Figure 1. Clock distribution.
(3 px per um)
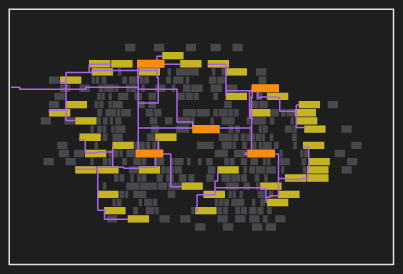
Figure 2. Cell area per tile.
(3 px per um) 13 x 8 tiles, from white (low) to dark blue (high), 0 to 100% covered.
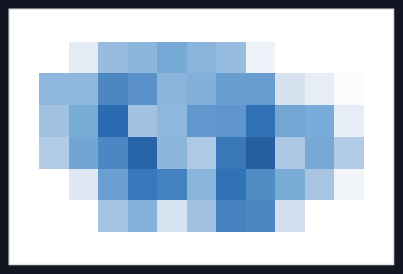
Figure 3. The metal 1 layer.
(2 px per um) Supply wires on this layer in grey.
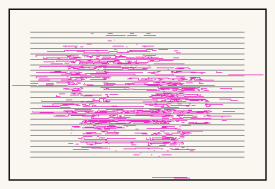
`config.mk`:
```
export PLATFORM = sky130hd
export DESIGN_NAME = hwt_sweep_ctrl
export DESIGN_NICKNAME = d
export VERILOG_FILES = /design/src/rtl/hwt_sweep_ctrl.sv
export SDC_FILE = /design/constraint.sdc
export NUM_CORES = 1
export LEC_CHECK = 0
export ABC_CLOCK_PERIOD_IN_PS = 3500
export CAP_MARGIN = 25
export CORE_ASPECT_RATIO = 0.6
export CORE_MARGIN = 10
export CORE_UTILIZATION = 32
export CTS_BUF_LIST = sky130_fd_sc_hd__clkbuf_4 sky130_fd_sc_hd__clkbuf_8 sky130_fd_sc_hd__clkbuf_16
export DETAILED_ROUTE_END_ITERATION = 8
export SLEW_MARGIN = 5
export SYNTH_ARGS = -nofsm -noshare
export SYNTH_HDL_FRONTEND = slang
export SYNTH_SLANG_ARGS = --single-unit
```
`constraint.sdc`:
```
create_clock -name clk -period 3.5 [get_ports clk]
set_clock_uncertainty 0.15 [all_clocks]
set_input_delay 0.7 -clock clk [delete_from_list [all_inputs] [get_ports clk]]
set_output_delay 0.7 -clock clk [all_outputs]
set_load 0.02 [all_outputs]
```
`src/rtl/hwt_sweep_ctrl.sv`:
```
// hwt_sweep_ctrl: self-test sequencer for the 4-input hwt cell
// (Y = D & (C ^ (A & B))). A start pulse walks the cell through all
// 16 input vectors in ascending order. Each vector is held for SETTLE
// cycles, and the cell output is sampled on the last cycle of each hold.
// The block collects a 16-bit response signature and compares it
// against the EXPECTED truth table.
module hwt_sweep_ctrl #(
  parameter logic [15:0] EXPECTED = 16'h7800,
  parameter int unsigned SETTLE   = 1
) (
  input  logic        clk,
  input  logic        rst,
  input  logic        start,
  input  logic        hwt_y,
  output logic        hwt_a,
  output logic        hwt_b,
  output logic        hwt_c,
  output logic        hwt_d,
  output logic        busy,
  output logic        done,
  output logic        pass,
  output logic [15:0] signature,
  output logic [4:0]  fail_count,
  output logic [3:0]  first_fail
);

  typedef enum logic [0:0] {
    ST_IDLE = 1'b0,
    ST_RUN  = 1'b1
  } state_t;

  // Settle counter value on which the sample edge falls
  localparam logic [3:0] SETTLE_LAST = 4'(SETTLE - 32'd1);
  localparam logic [3:0] LAST_VEC    = 4'd15;
  localparam logic [4:0] FAIL_MAX    = 5'd16;

  // Failure counter increment that never exceeds 16
  function automatic logic [4:0] sat_inc(input logic [4:0] cnt);
    logic [4:0] res;
    if (cnt >= FAIL_MAX) begin
      res = FAIL_MAX;
    end else begin
      res = cnt + 5'd1;
    end
    return res;
  endfunction

  // Golden response bit for one vector index
  function automatic logic golden_bit(input logic [3:0] v);
    return EXPECTED[v];
  endfunction

  state_t      state_r,      state_s;
  logic [3:0]  idx_r,        idx_s;
  logic [3:0]  settle_cnt_r, settle_cnt_s;
  logic [3:0]  vec_r,        vec_s;
  logic        busy_r,       busy_s;
  logic        done_r,       done_s;
  logic        pass_r,       pass_s;
  logic [15:0] signature_r,  signature_s;
  logic [4:0]  fail_count_r, fail_count_s;
  logic [3:0]  first_fail_r, first_fail_s;
  logic        miss_s;

  // Next-state and next-output computation for the sweep FSM
  always_comb begin
    state_s      = state_r;
    idx_s        = idx_r;
    settle_cnt_s = settle_cnt_r;
    vec_s        = vec_r;
    busy_s       = busy_r;
    done_s       = 1'b0;
    pass_s       = pass_r;
    signature_s  = signature_r;
    fail_count_s = fail_count_r;
    first_fail_s = first_fail_r;
    miss_s       = (hwt_y != golden_bit(idx_r));

    case (state_r)
      ST_IDLE: begin
        vec_s = 4'h0;
        if (start) begin
          // Accepting a start clears the results of the previous sweep
          state_s      = ST_RUN;
          busy_s       = 1'b1;
          idx_s        = 4'd0;
          settle_cnt_s = 4'd0;
          signature_s  = 16'h0000;
          fail_count_s = 5'd0;
          first_fail_s = 4'd0;
          pass_s       = 1'b0;
        end else begin
          state_s = ST_IDLE;
          busy_s  = 1'b0;
        end
      end

      ST_RUN: begin
        busy_s = 1'b1;
        if (settle_cnt_r == SETTLE_LAST) begin
          signature_s[idx_r] = hwt_y;
          if (miss_s) begin
            // A zero failure count means this is the first miss of the sweep
            if (fail_count_r == 5'd0) begin
              first_fail_s = idx_r;
            end else begin
              first_fail_s = first_fail_r;
            end
            fail_count_s = sat_inc(fail_count_r);
          end else begin
            fail_count_s = fail_count_r;
          end

          if (idx_r == LAST_VEC) begin
            // The pass verdict includes the bit sampled on this edge
            state_s      = ST_IDLE;
            busy_s       = 1'b0;
            done_s       = 1'b1;
            vec_s        = 4'h0;
            settle_cnt_s = 4'd0;
            pass_s       = (signature_s == EXPECTED);
          end else begin
            idx_s        = idx_r + 4'd1;
            vec_s        = idx_r + 4'd1;
            settle_cnt_s = 4'd0;
          end
        end else begin
          settle_cnt_s = settle_cnt_r + 4'd1;
          vec_s        = idx_r;
        end
      end

      default: begin
        state_s = ST_IDLE;
        busy_s  = 1'b0;
        vec_s   = 4'h0;
      end
    endcase
  end

  // State and output registers with synchronous reset
  always_ff @(posedge clk) begin
    if (rst) begin
      state_r      <= ST_IDLE;
      idx_r        <= 4'd0;
      settle_cnt_r <= 4'd0;
      vec_r        <= 4'h0;
      busy_r       <= 1'b0;
      done_r       <= 1'b0;
      pass_r       <= 1'b0;
      signature_r  <= 16'h0000;
      fail_count_r <= 5'd0;
      first_fail_r <= 4'd0;
    end else begin
      state_r      <= state_s;
      idx_r        <= idx_s;
      settle_cnt_r <= settle_cnt_s;
      vec_r        <= vec_s;
      busy_r       <= busy_s;
      done_r       <= done_s;
      pass_r       <= pass_s;
      signature_r  <= signature_s;
      fail_count_r <= fail_count_s;
      first_fail_r <= first_fail_s;
    end
  end

  assign hwt_a      = vec_r[0];
  assign hwt_b      = vec_r[1];
  assign hwt_c      = vec_r[2];
  assign hwt_d      = vec_r[3];
  assign busy       = busy_r;
  assign done       = done_r;
  assign pass       = pass_r;
  assign signature  = signature_r;
  assign fail_count = fail_count_r;
  assign first_fail = first_fail_r;

endmodule

```
==> flow_summary.ini <==
; generated from flow reports
[run_status]
status = finished, final reports clean

[floorplan]
chip_area_sq_um = 10790
die.size.x_um = 127.6
top_level_ports = 36
chipHeight_um = 84.57
num_rows = 23
fp-utilization_pct = 33.16
placeableCoreArea_sq_um = 6705

[worst_hold_path]
hp-class = flop to flop
min-delay-start = first_fail[3]
timing.hold.worst_path_depth = 2

[worst_setup_path]
r2r_cells = 4
critPathLaunchType = flop
critical_path_required_ps = 2650
crit_arrival_ps = 1780
slowest_delay_ps = 760
crit_path_cell_trace = clkdlybuf4s50_1
setup.worst_path.class = flop to output port
cp_max_fo = 21
cp_top_family = flip-flops
path_depth = 1
worst_r2r_startpoint = busy
timing.critical_path.slowest_stage_cell = sky130_fd_sc_hd__dfxtp_1
crit_path_start = busy
worst_setup_path_end_kind = output port
critical_path_buf_inv_count = 1

[route]
drt_iter0_drc = 133
remaining_drc_errors = 0
detail_route.wirelength_mm = 5.701
vias = 1980
final_antenna_net_count = 0
detail_route.first_pass.iterations = 4
vias_per_cell = 5.197
avgRoutedWirePerCell_um = 14.96

[final_timing]
report.final.setup_viol = 0
slew_violations = 0
finalWorstSetupSlack_ps = 873.4
holdWs_ps = 314.8
hold_viol = 0
rsz0062_at_grt = false
finalCriticalPeriod_ps = 2627
max_slew_margin_pct = 47.62
max_freq_ghz = 0.3807
final_min_period_over_clock_period_pct = 75.04
max_slew.worst_pin.slew_ps = 784.6
total_neg_setup_slack_ps = 0

[clock_tree]
root_buffer = sky130_fd_sc_hd__clkbuf_16
tritoncts = done
cts_hold_repair.buffers = 0
postCtsResizedCells = 0
clk_pin_slew_ps = 60
cts_buffers = 5
insertion_delay_late_pin_ps = 280
clock_sink_count = 41
ctsLongestPathBuffers = 2
cts_post_setup_buffers_inserted = 0
cts_htree_levels = 2

[synth]
yosysWarnings = 0
synth.yosys.chip_area_sq_um = 2223
netlist_area_before_placement_sq_um = 2223
edf_count = 0
dominant_synthesized_flop_cell = sky130_fd_sc_hd__dfxtp_1
synth.yosys.seq_area_share_pct = 36.92
ys_seq_elements = 41
synth_async_sr_flop_share_pct = 0
per_instance_average_area_after_synthesis_sq_um = 8.390
fp_nets = 280
synth_cells = 265
post_synth_num_cell_types = 45
yosys-stat-cells = 265

[final_layout]
area_delta_synth_final_pct = 24.70
nFillCells = 702
fin_nets = 309
layout-drive-gt1-share_pct = 6.122
ff_latch_area_sq_um = 820.8
postLayoutCoreUtil_pct = 41.35
logic_area_sq_um = 1279
diodes = 0

[grt]
grt_start_max_net_pins = 34
global_route_wire_length_before_repair_mm = 9.749
globalRouteOverflowTotal = 0
antenna_violations_before_repair = 0
grt_pass1_vias = 1900
grt_use_total_pct = 10.73

[pwr]
pwr_density_cell_nw_per_um2 = 373.6
vdd_drop_max_mv = 0.1546
total_leakage_power_nw = 1.036
power_mw = 1.036

[job]
maxCapViolCount = 0
log.warning_count = 34

[placement]
portBuffers = 35
post-dp-hpwl_mm = 4.132
final_estimated_routing_congestion_in_global_placement = 0.8951
place_ws_ps = 509.6
-- Figure 1 (at the start) --
clock wires -> purple  # length 538 um
clock-net drivers -> orange  # count 5
flip-flops -> yellow  # count 41
routed clock nets = 6

-- Figure 2 (at the start) --
densest ninth of the die = centre
nearly empty tiles = 45%
tiles over 75% full = 2.9%
mean over tiles = 25%
fullest tile = 81%
emptiest ninth of the die = north-east

-- Figure 3 (at the start) --
main direction = horizontal
nets with wire on the layer = 274
longest straight run = 33.6 um

[layout make-up]
cell class	instances	area share [%]
repair buffers	39	13.72
clock buffers	7	5.280
inverters	10	1.354
well taps	87	3.926
flip-flops and latches	41	29.60
multi-input cells	197	46.12
[metal layers]
layer  up-vias  routed length [um]  global-route usage, %
li1        989                   -                      -
met1       920                2969                  15.50
met2        59                2134                  13.81
met3        12                 523                  4.583
met4         0                  73                  2.953
met5         -                   0                      0
[sequential cells by signal, indices dropped and copies added, names as in the netlist, named ones only]
| register | flops |
|---|---|
| done | 1 |
| busy | 1 |
| settle_cnt_r | 4 |
| fail_count | 5 |
| idx_r | 4 |
| pass | 1 |
| first_fail | 4 |
| vec_r | 4 |
| signature | 16 |
[cell usage after synthesis (all sizes together) (2+ instances only)]
cell type  number  share of area [%]
clkbuf          6                1.0
nor2b           2               0.56
inv            10                1.7
or4             4                1.4
nor3            7                2.1
dfxtp          41                 37
nor2           46                7.8
a21oi          27                6.1
mux2i          15                6.8
buf            11                2.9
nand3b         10                3.4
nand3          13                3.2
a32oi           2               0.79
nor3b           5                1.7
a22oi           3                1.0
nand2b          4                1.1
nand4           5                2.1
xnor2           5                2.0
a211oi          2               0.90
o21ai           7                1.6
ha             11                6.2
mux2            3                1.5
nand2          12                2.0
o31ai           2               0.68
[path summary, 6_finish.rpt]
path	to	slack [ps]
min	first_fail[3]	310
min reg2reg	first_fail[3]	310
max reg2reg	fail_count[2]	1010
max	busy	870
[cell families (layout without fill, tap and decap cells)]
kind of cell	after synthesis	after routing	share of synthesized area, %
simple gates	114	114	27.86
fa+ha+maj	11	11	6.190
xor+xnor	5	5	1.970
buf+inv	27	56	5.571
compound gates	49	49	13.22
flops	41	41	36.92
mux	18	18	8.272
[power by group]
group	internal, mW	switching (mW)	leakage [nW]	total, mW
clock	0.287	0.169	0.0734	0.457
combinational	0.0340	0.0578	0.632	0.0918
sequential	0.473	0.0149	0.331	0.487
[stage by stage]
| stage | instances | instance area, sq um |
|---|---|---|
| after floorplan | 265 | 2223 |
| after global placement | 373 | 2619 |
| final | 381 | 2773 |
| after CTS | 380 | 2765 |
| after detailed placement | 373 | 2619 |
| after global routing | 381 | 2773 |
[layout by cell type (no fill, tap or decap), types with 6 or more instances in the layout]
cell type	Yosys	final
sky130_fd_sc_hd__mux2i_1	15	15
sky130_fd_sc_hd__nand2_1	12	12
sky130_fd_sc_hd__nor3_1	6	6
sky130_fd_sc_hd__nand3_1	12	12
sky130_fd_sc_hd__dfxtp_1	41	41
sky130_fd_sc_hd__clkdlybuf4s50_1	0	35
sky130_fd_sc_hd__nand3b_1	10	10
sky130_fd_sc_hd__a21oi_1	27	27
sky130_fd_sc_hd__nor2_1	46	46
sky130_fd_sc_hd__o21ai_0	6	6
sky130_fd_sc_hd__ha_1	11	11
sky130_fd_sc_hd__inv_1	10	10
Power figures rest on the tool's default switching activity, not on a simulated workload.
